[src/rtl/demux2_16_buf.sv]
// Steers each input word into one of two independent 2-entry output FIFOs selected by in_sel.
// Latency: one cycle from input acceptance to the channel outputs when that FIFO was empty.
// Backpressure: in_ready drops when the selected FIFO is full; there is no pass-through on a full FIFO.
// Optional transfer counters cnt0/cnt1 are built when DEMUX2_16_BUF_CNT_EN is defined.

// Small generic synchronous FIFO; head data reads as zero while the FIFO is empty.
module demux2_16_buf_fifo #(
    parameter int WIDTH = 16,
    parameter int DEPTH = 2
) (
    input  logic             clk,
    input  logic             rst_n,
    input  logic             push_vld,
    input  logic [WIDTH-1:0] push_dat,
    input  logic             pop_rdy,
    output logic             full,
    output logic             head_vld,
    output logic [WIDTH-1:0] head_dat
);
    localparam int PW = (DEPTH > 1) ? $clog2(DEPTH) : 1;
    localparam int CW = $clog2(DEPTH + 1);
    localparam logic [PW-1:0] LAST_PTR = PW'(DEPTH - 1);
    localparam logic [CW-1:0] FULL_CNT = CW'(DEPTH);

    logic [WIDTH-1:0] mem [DEPTH];
    logic [PW-1:0]    rd_ptr;
    logic [PW-1:0]    wr_ptr;
    logic [CW-1:0]    count;
    logic             do_push;
    logic             do_pop;

    // A push into a full FIFO is refused even if the head pops this same cycle.
    assign full     = (count == FULL_CNT);
    assign head_vld = (count != '0);
    assign head_dat = head_vld ? mem[rd_ptr] : '0;
    assign do_push  = push_vld & ~full;
    assign do_pop   = pop_rdy & head_vld;

    // Storage array; needs no reset because reads are masked by the occupancy count.
    always_ff @(posedge clk) begin
        if (do_push) begin
            mem[wr_ptr] <= push_dat;
        end
    end

    // Pointer and occupancy update; push and pop together leave the count unchanged.
    always_ff @(posedge clk or negedge rst_n) begin
        if (!rst_n) begin
            rd_ptr <= '0;
            wr_ptr <= '0;
            count  <= '0;
        end else begin
            if (do_push) begin
                wr_ptr <= (wr_ptr == LAST_PTR) ? '0 : wr_ptr + PW'(1);
            end
            if (do_pop) begin
                rd_ptr <= (rd_ptr == LAST_PTR) ? '0 : rd_ptr + PW'(1);
            end
            case ({do_push, do_pop})
                2'b10:   count <= count + CW'(1);
                2'b01:   count <= count - CW'(1);
                default: count <= count;
            endcase
        end
    end
endmodule

module demux2_16_buf #(
    parameter int WIDTH = 16,
    parameter int DEPTH = 2
) (
    input  logic             clk,
    input  logic             rst_n,
    input  logic [WIDTH-1:0] in_data,
    input  logic             in_sel,
    input  logic             in_valid,
    output logic             in_ready,
    output logic [WIDTH-1:0] out0_data,
    output logic             out0_valid,
    input  logic             out0_ready,
    output logic [WIDTH-1:0] out1_data,
    output logic             out1_valid,
`ifdef DEMUX2_16_BUF_CNT_EN
    output logic [15:0]      cnt0,
    output logic [15:0]      cnt1,
`endif
    input  logic             out1_ready
);
    logic full0;
    logic full1;
    logic push0;
    logic push1;

    // Ready depends only on the selected channel's fullness, never on in_valid.
    assign in_ready = in_sel ? ~full1 : ~full0;
    assign push0    = in_valid & in_ready & ~in_sel;
    assign push1    = in_valid & in_ready &  in_sel;

    demux2_16_buf_fifo #(.WIDTH(WIDTH), .DEPTH(DEPTH)) u_fifo0 (
        .clk      (clk),
        .rst_n    (rst_n),
        .push_vld (push0),
        .push_dat (in_data),
        .pop_rdy  (out0_ready),
        .full     (full0),
        .head_vld (out0_valid),
        .head_dat (out0_data)
    );

    demux2_16_buf_fifo #(.WIDTH(WIDTH), .DEPTH(DEPTH)) u_fifo1 (
        .clk      (clk),
        .rst_n    (rst_n),
        .push_vld (push1),
        .push_dat (in_data),
        .pop_rdy  (out1_ready),
        .full     (full1),
        .head_vld (out1_valid),
        .head_dat (out1_data)
    );

`ifdef DEMUX2_16_BUF_CNT_EN
    // Per-channel output transfer counters, wrapping naturally at 16 bits.
    always_ff @(posedge clk or negedge rst_n) begin
        if (!rst_n) begin
            cnt0 <= '0;
            cnt1 <= '0;
        end else begin
            if (out0_valid && out0_ready) begin
                cnt0 <= cnt0 + 16'd1;
            end
            if (out1_valid && out1_ready) begin
                cnt1 <= cnt1 + 16'd1;
            end
        end
    end
`endif
endmodule

[config.mk]
export PLATFORM = sky130hd
export DESIGN_NAME = demux2_16_buf
export DESIGN_NICKNAME = d
export VERILOG_FILES = /design/src/rtl/demux2_16_buf.sv
export SDC_FILE = /design/constraint.sdc
export NUM_CORES = 1
export LEC_CHECK = 0
export CORE_MARGIN = 1
export CORE_UTILIZATION = 45
export DETAILED_ROUTE_END_ITERATION = 7
export GPL_ROUTABILITY_DRIVEN = 0
export HOLD_SLACK_MARGIN = 0.06
export PLACE_DENSITY = 0.71
export SETUP_SLACK_MARGIN = 0.3
export SYNTH_ARGS = -nofsm -noshare
export SYNTH_HDL_FRONTEND = slang
export SYNTH_SLANG_ARGS = --single-unit
[constraint.sdc]
create_clock -name clk -period 3.1 [get_ports clk]
set_input_delay 0.31 -clock clk [delete_from_list [all_inputs] [get_ports clk]]
set_output_delay 0.31 -clock clk [all_outputs]
set_load 0.03 [all_outputs]
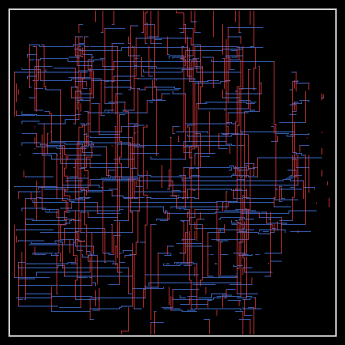
Run 1: metal layers overlaid
Drawn at 4 px/µm. Two of the layers only.
- M2: red (wire length 2420 µm)
- M1: blue (wire length 2360 µm)
Wirelength per Cell: 16.1 µm
total track usage: 0.178
DR vias: 1560
Final Routed Wirelength: 5170 µm

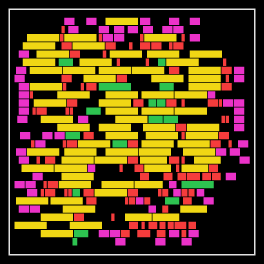
Run 1: placed cells, one colour a class
Drawn at 3 px/µm.
- clock drivers and dummy loads: green (cells 16; share of their area 6.1%)
- remaining logic cells: red (cells 95; share of their area 18%)
- remaining buffers and delay cells: magenta (cells 63; share of their area 17%)
- registers: yellow (cells 72; share of their area 59%)

==> results.txt, run 1 <==
EDFF count, synth = 64
Mapped Cells = 173
max-capacitance violation count = 0
clock network area share = 0.0592
Die Area = 6610 µm²
post_cts resized = 0
CP bufs+invs = 1
Setup CP Type = flip-flop to output pin
metal2 WL = 2420 µm
H-tree levels = 3
Hold Vio Cnt, Final = 0
# fillers = 451
worst vdd ir = 0.000515 V
DRT iter0 DRCs = 53
worst min path class = input pin to asynchronous set/reset pin
Crit path max-delay family = simple AND/OR/NAND/NOR gates
initial antenna violation count = 0
Switching Fraction = 0.379
DRT met1 WL = 2360 µm
power in the clock group = 806 µW
Post-synth ARST share = 0.111
clock buffers = 9
most common cell after layout, fill and taps aside = edfxtp_1
TNS Setup = 0 ns
R2R Path Start = u_fifo1.count[0]
largest registers = u_fifo0.mem: 32 flops, u_fifo1.mem: 32 flops
PnR worst setup slack = 0.563 ns
Worst Path Required = 2.79 ns
outcome = complete, no violations
Leading power group = combinational cells
Ports = 57
slowest CP cell = nor2_2
Post-Syn Nets = 197
Synth top cells by count = 64 x edfxtp_1, 38 x nor2_1, 32 x mux2i_1, 8 x dfrtp_1, 6 x xnor2_1
Synth area leader = edfxtp_1
dpl hpwl = 3190 µm
vias in the first global route = 1555
R2R cell count = 5
buffering overhead = 0.165
post-route design area = 3720 µm²
dpl ws = 0.799 ns
stages on the worst setup path = 3
register share of total power = 0.361
Layout Utilization = 0.621
Setup crit end kind = output pin
CP Launch Type = flip-flop
Post-Syn Area = 2830 µm²
layout cells sized above 1 = 0.134
# placed instances = 305
DR vias/cell = 4.86
crit-path cells = nor2_2, nor2_1, clkdlybuf4s50_1
Top Layer Used = met4
hold_buf cts = 0
first-pass iteration count of the detailed router = 4
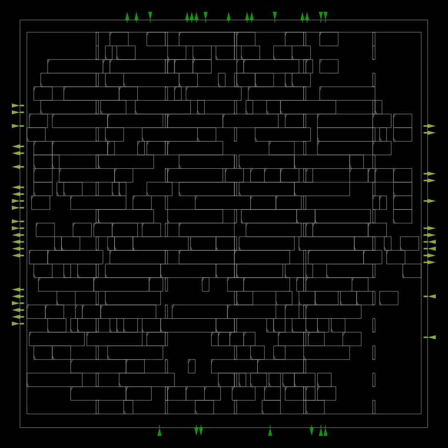
Run 1: cell outlines without signal wires
# rows: 28
non-filler cells, final: 321
fraction of area in registers: 0.571
Core Area: 5990 µm²
registers: 72

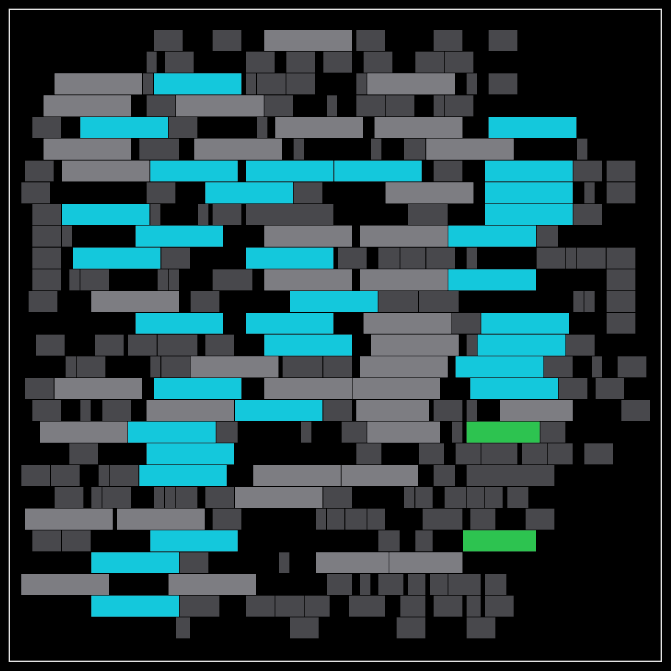
Run 1: sequential cells coloured by netlist name
Drawn at 8 px/µm.
- `u_fifo0.count`: green (sequential cells 2)
- `u_fifo0.mem`: cyan (sequential cells 32)
- not coloured: 38

Run 1, met3 routing:
Drawn at 4 px/µm.
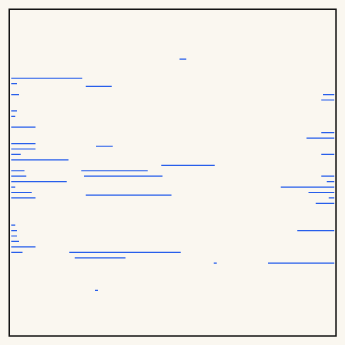

## Run 2: what changed since run 1
--- a/config.mk
+++ b/config.mk
@@ -10,7 +10,7 @@
 export DETAILED_ROUTE_END_ITERATION = 7
 export GPL_ROUTABILITY_DRIVEN = 0
 export HOLD_SLACK_MARGIN = 0.06
-export PLACE_DENSITY = 0.71
+export PLACE_DENSITY = 0.74
 export SETUP_SLACK_MARGIN = 0.3
 export SYNTH_ARGS = -nofsm -noshare
 export SYNTH_HDL_FRONTEND = slang
==> constraint.sdc (replaced) <==
create_clock -name clk -period 2.23 [get_ports clk]
set_input_delay 0.223 -clock clk [delete_from_list [all_inputs] [get_ports clk]]
set_output_delay 0.223 -clock clk [all_outputs]
set_load 0.03 [all_outputs]
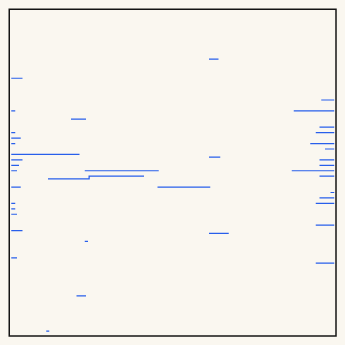
Run 2: met3 routing
Drawn at 4 px/µm.
- share of all routed wire: 3.4%
- main direction: horizontal
- wire length on this layer: 173 µm
- nets with wire on the layer: 32

==> run 2 against run 1 <==
Via count increased by 1.7%. Synthesized cell count unchanged. First-iteration DRC count up 77%. Register-to-register slack worse by 0.48 ns. Sequential share of layout area up 0.96 points. Cell count is 1.2% higher. Critical path depth grew 1. Synthesized area unchanged. Combinational power is 41% higher. Sequential power rose by 33%. Flip-flop count is the same. Clock power increased by 11%. Critical path type unchanged.
==> results.txt, run 2 <==
CP bufs+invs = 2
crit path max fanout = 8
first-pass iteration count of the detailed router = 4
hold_buf cts = 0
clock buffers = 15
logic area = 652 µm²
DRT iter0 DRCs = 94
most instantiated logic cells after routing = 64 x edfxtp_1, 34 x nor2_1, 32 x mux2i_1
max-capacitance violation count = 0
buffering overhead = 0.164
DRT met1 WL = 2330 µm
Worst path most repeated cell = buf_4
outcome = complete, no violations
Core Area = 5990 µm²
Port Buffer Count = 56
RSZ-0062 raised after global routing = false
well tap count = 75
fraction of area in registers = 0.581
# setup viols final = 0
Leading power group = combinational cells
clk sinks = 72
ys cells = 173
combinational group share of total power = 0.461
Synth top cells by count = 64 x edfxtp_1, 38 x nor2_1, 32 x mux2i_1, 8 x dfrtp_1, 6 x xnor2_1
registers = 72
EDFF count, synth = 64
stages on the worst setup path = 4
post-route design area = 3660 µm²
Ys Warns = 0
# fillers = 470
worst min path class = input pin to asynchronous set/reset pin
Ports = 57
Hold Vio Cnt, Final = 0
met2 usage = 0.280
area delta synth->final = 29.1%
Post-Syn Area = 2830 µm²
Top Layer Used = met4
layout cells sized above 1 = 0.220
Die Area = 6610 µm²
most common cell after layout, fill and taps aside = edfxtp_1
largest registers = u_fifo0.mem: 32 flops, u_fifo1.mem: 32 flops
setup slack, reg-to-reg = 0.68 ns
Post-synth ARST share = 0.111
Layout Utilization = 0.610
tool warnings = 27
crit-path cells = buf_4, mux2i_1, nor2_1, buf_4
non-filler cells, final = 325
worst vdd ir = 0.000666 V
clock network area share = 0.0469
Worst Path Required = 2.01 ns
dpl ws = 0.343 ns
Mapped Cells = 173
Switching Fraction = 0.392
power in the clock group = 895 µW
H-tree levels = 3
Post-Syn Nets = 197
CP Launch Type = flip-flop
Crit path max-delay family = flip-flops
initial antenna violation count = 0
PnR worst setup slack = 0.420 ns
Setup crit end kind = output pin
Synth area leader = edfxtp_1
# rows = 28
# placed instances = 309
TNS Setup = 0 ns
metal2 WL = 2450 µm
fmax = 552 MHz
DR vias/cell = 4.88
vias in the first global route = 1571
register share of total power = 0.364
total track usage = 0.175
dpl hpwl = 3250 µm
slowest CP cell = dfrtp_2
Setup CP Type = flip-flop to output pin
R2R cell count = 6
post_cts resized = 13
power after layout = 5120 µW
R2R Path Start = u_fifo0.count[0]
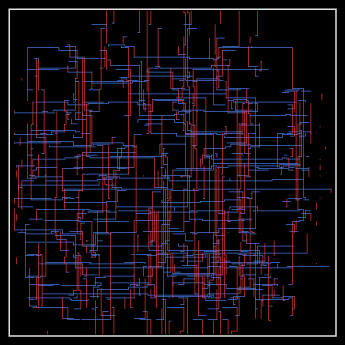
Run 2: metal layers overlaid
Drawn at 4 px/µm. Two of the layers only.
- M1: blue (wire length 2330 µm)
- M2: red (wire length 2450 µm)
Wirelength per Cell: 15.6 µm
DR vias: 1586
Final Routed Wirelength: 5060 µm

Run 2, cell outlines without signal wires:
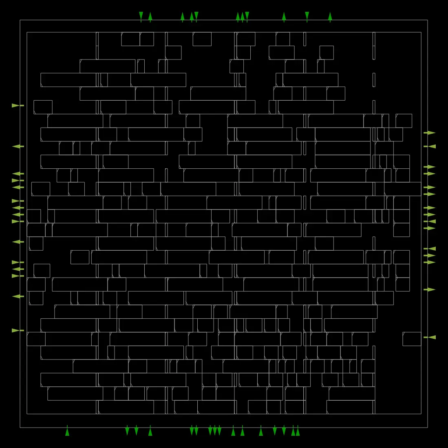

## Run 3: what changed since run 2
--- a/config.mk
+++ b/config.mk
@@ -10,7 +10,7 @@
 export DETAILED_ROUTE_END_ITERATION = 7
 export GPL_ROUTABILITY_DRIVEN = 0
 export HOLD_SLACK_MARGIN = 0.06
-export PLACE_DENSITY = 0.74
+export PLACE_DENSITY = 0.71
 export SETUP_SLACK_MARGIN = 0.3
 export SYNTH_ARGS = -nofsm -noshare
 export SYNTH_HDL_FRONTEND = slang
==> constraint.sdc (replaced) <==
create_clock -name clk -period 1.7 [get_ports clk]
set_input_delay 0.17 -clock clk [delete_from_list [all_inputs] [get_ports clk]]
set_output_delay 0.17 -clock clk [all_outputs]
set_load 0.03 [all_outputs]
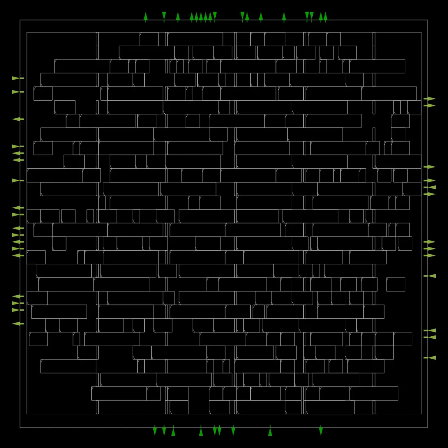
Run 3: cell outlines without signal wires
fraction of area in registers: 0.513
well tap count: 75
# fillers: 400

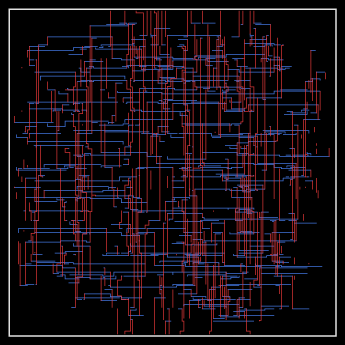
Run 3: metal layers overlaid
Drawn at 4 px/µm. Two of the layers only.
- M1: blue (wire length 2460 µm)
- M2: red (wire length 2950 µm)
Final Routed Wirelength: 5850 µm
total track usage: 0.184

==> run 3 against run 2 <==
Sequential power up 32%. Global-route usage up 0.92 points. Synthesized cell count unchanged. Critical path depth unchanged. Critical path type unchanged. Clock skew about the same. Sequential share of layout area down 6.8 points. Final area up 14%. Total power up 60%. Largest cell class unchanged. Cell count up 5.5%. Synthesized area unchanged. Largest power group unchanged. First-iteration DRC count down 50%. Critical endpoint is now out0_data[0].
==> results.txt, run 3 <==
Setup crit end kind = output pin
PnR worst setup slack = 0.101 ns
outcome = complete, no violations
TNS Setup = 0 ns
CP bufs+invs = 2
stages on the worst setup path = 4
worst min path class = input pin to asynchronous set/reset pin
largest registers = u_fifo0.mem: 32 flops, u_fifo1.mem: 32 flops
Port Buffer Count = 56
clock buffers = 10
worst vdd ir = 0.00108 V
post_cts resized = 41
metal2 WL = 2950 µm
# placed instances = 310
power after layout = 8200 µW
layout cells sized above 1 = 0.418
tool warnings = 29
# setup viols final = 0
H-tree levels = 3
clk sinks = 72
Ys Warns = 0
Wirelength per Cell = 17.0 µm
DR vias = 1695
DRT met1 WL = 2460 µm
most common cell after layout, fill and taps aside = edfxtp_1
Top Layer Used = met4
Mapped Cells = 173
Die Area = 6610 µm²
Core Area = 5990 µm²
R2R cell count = 6
fmax = 625 MHz
DRT iter0 DRCs = 47
setup slack, reg-to-reg = 0.18 ns
vias in the first global route = 1655
non-filler cells, final = 343
buffering overhead = 0.211
Synth top cells by count = 64 x edfxtp_1, 38 x nor2_1, 32 x mux2i_1, 8 x dfrtp_1, 6 x xnor2_1
crit path max fanout = 6
crit-path cells = buf_12, mux2i_4, nor2_1, buf_4
EDFF count, synth = 64
clock network area share = 0.0624
initial antenna violation count = 0
R2R Path Start = u_fifo0.count[0]
hold_buf cts = 0
registers = 72
dpl hpwl = 3410 µm
most instantiated logic cells after routing = 64 x edfxtp_1, 39 x buf_4, 27 x mux2i_1
Power and IR drop assume default switching activity.
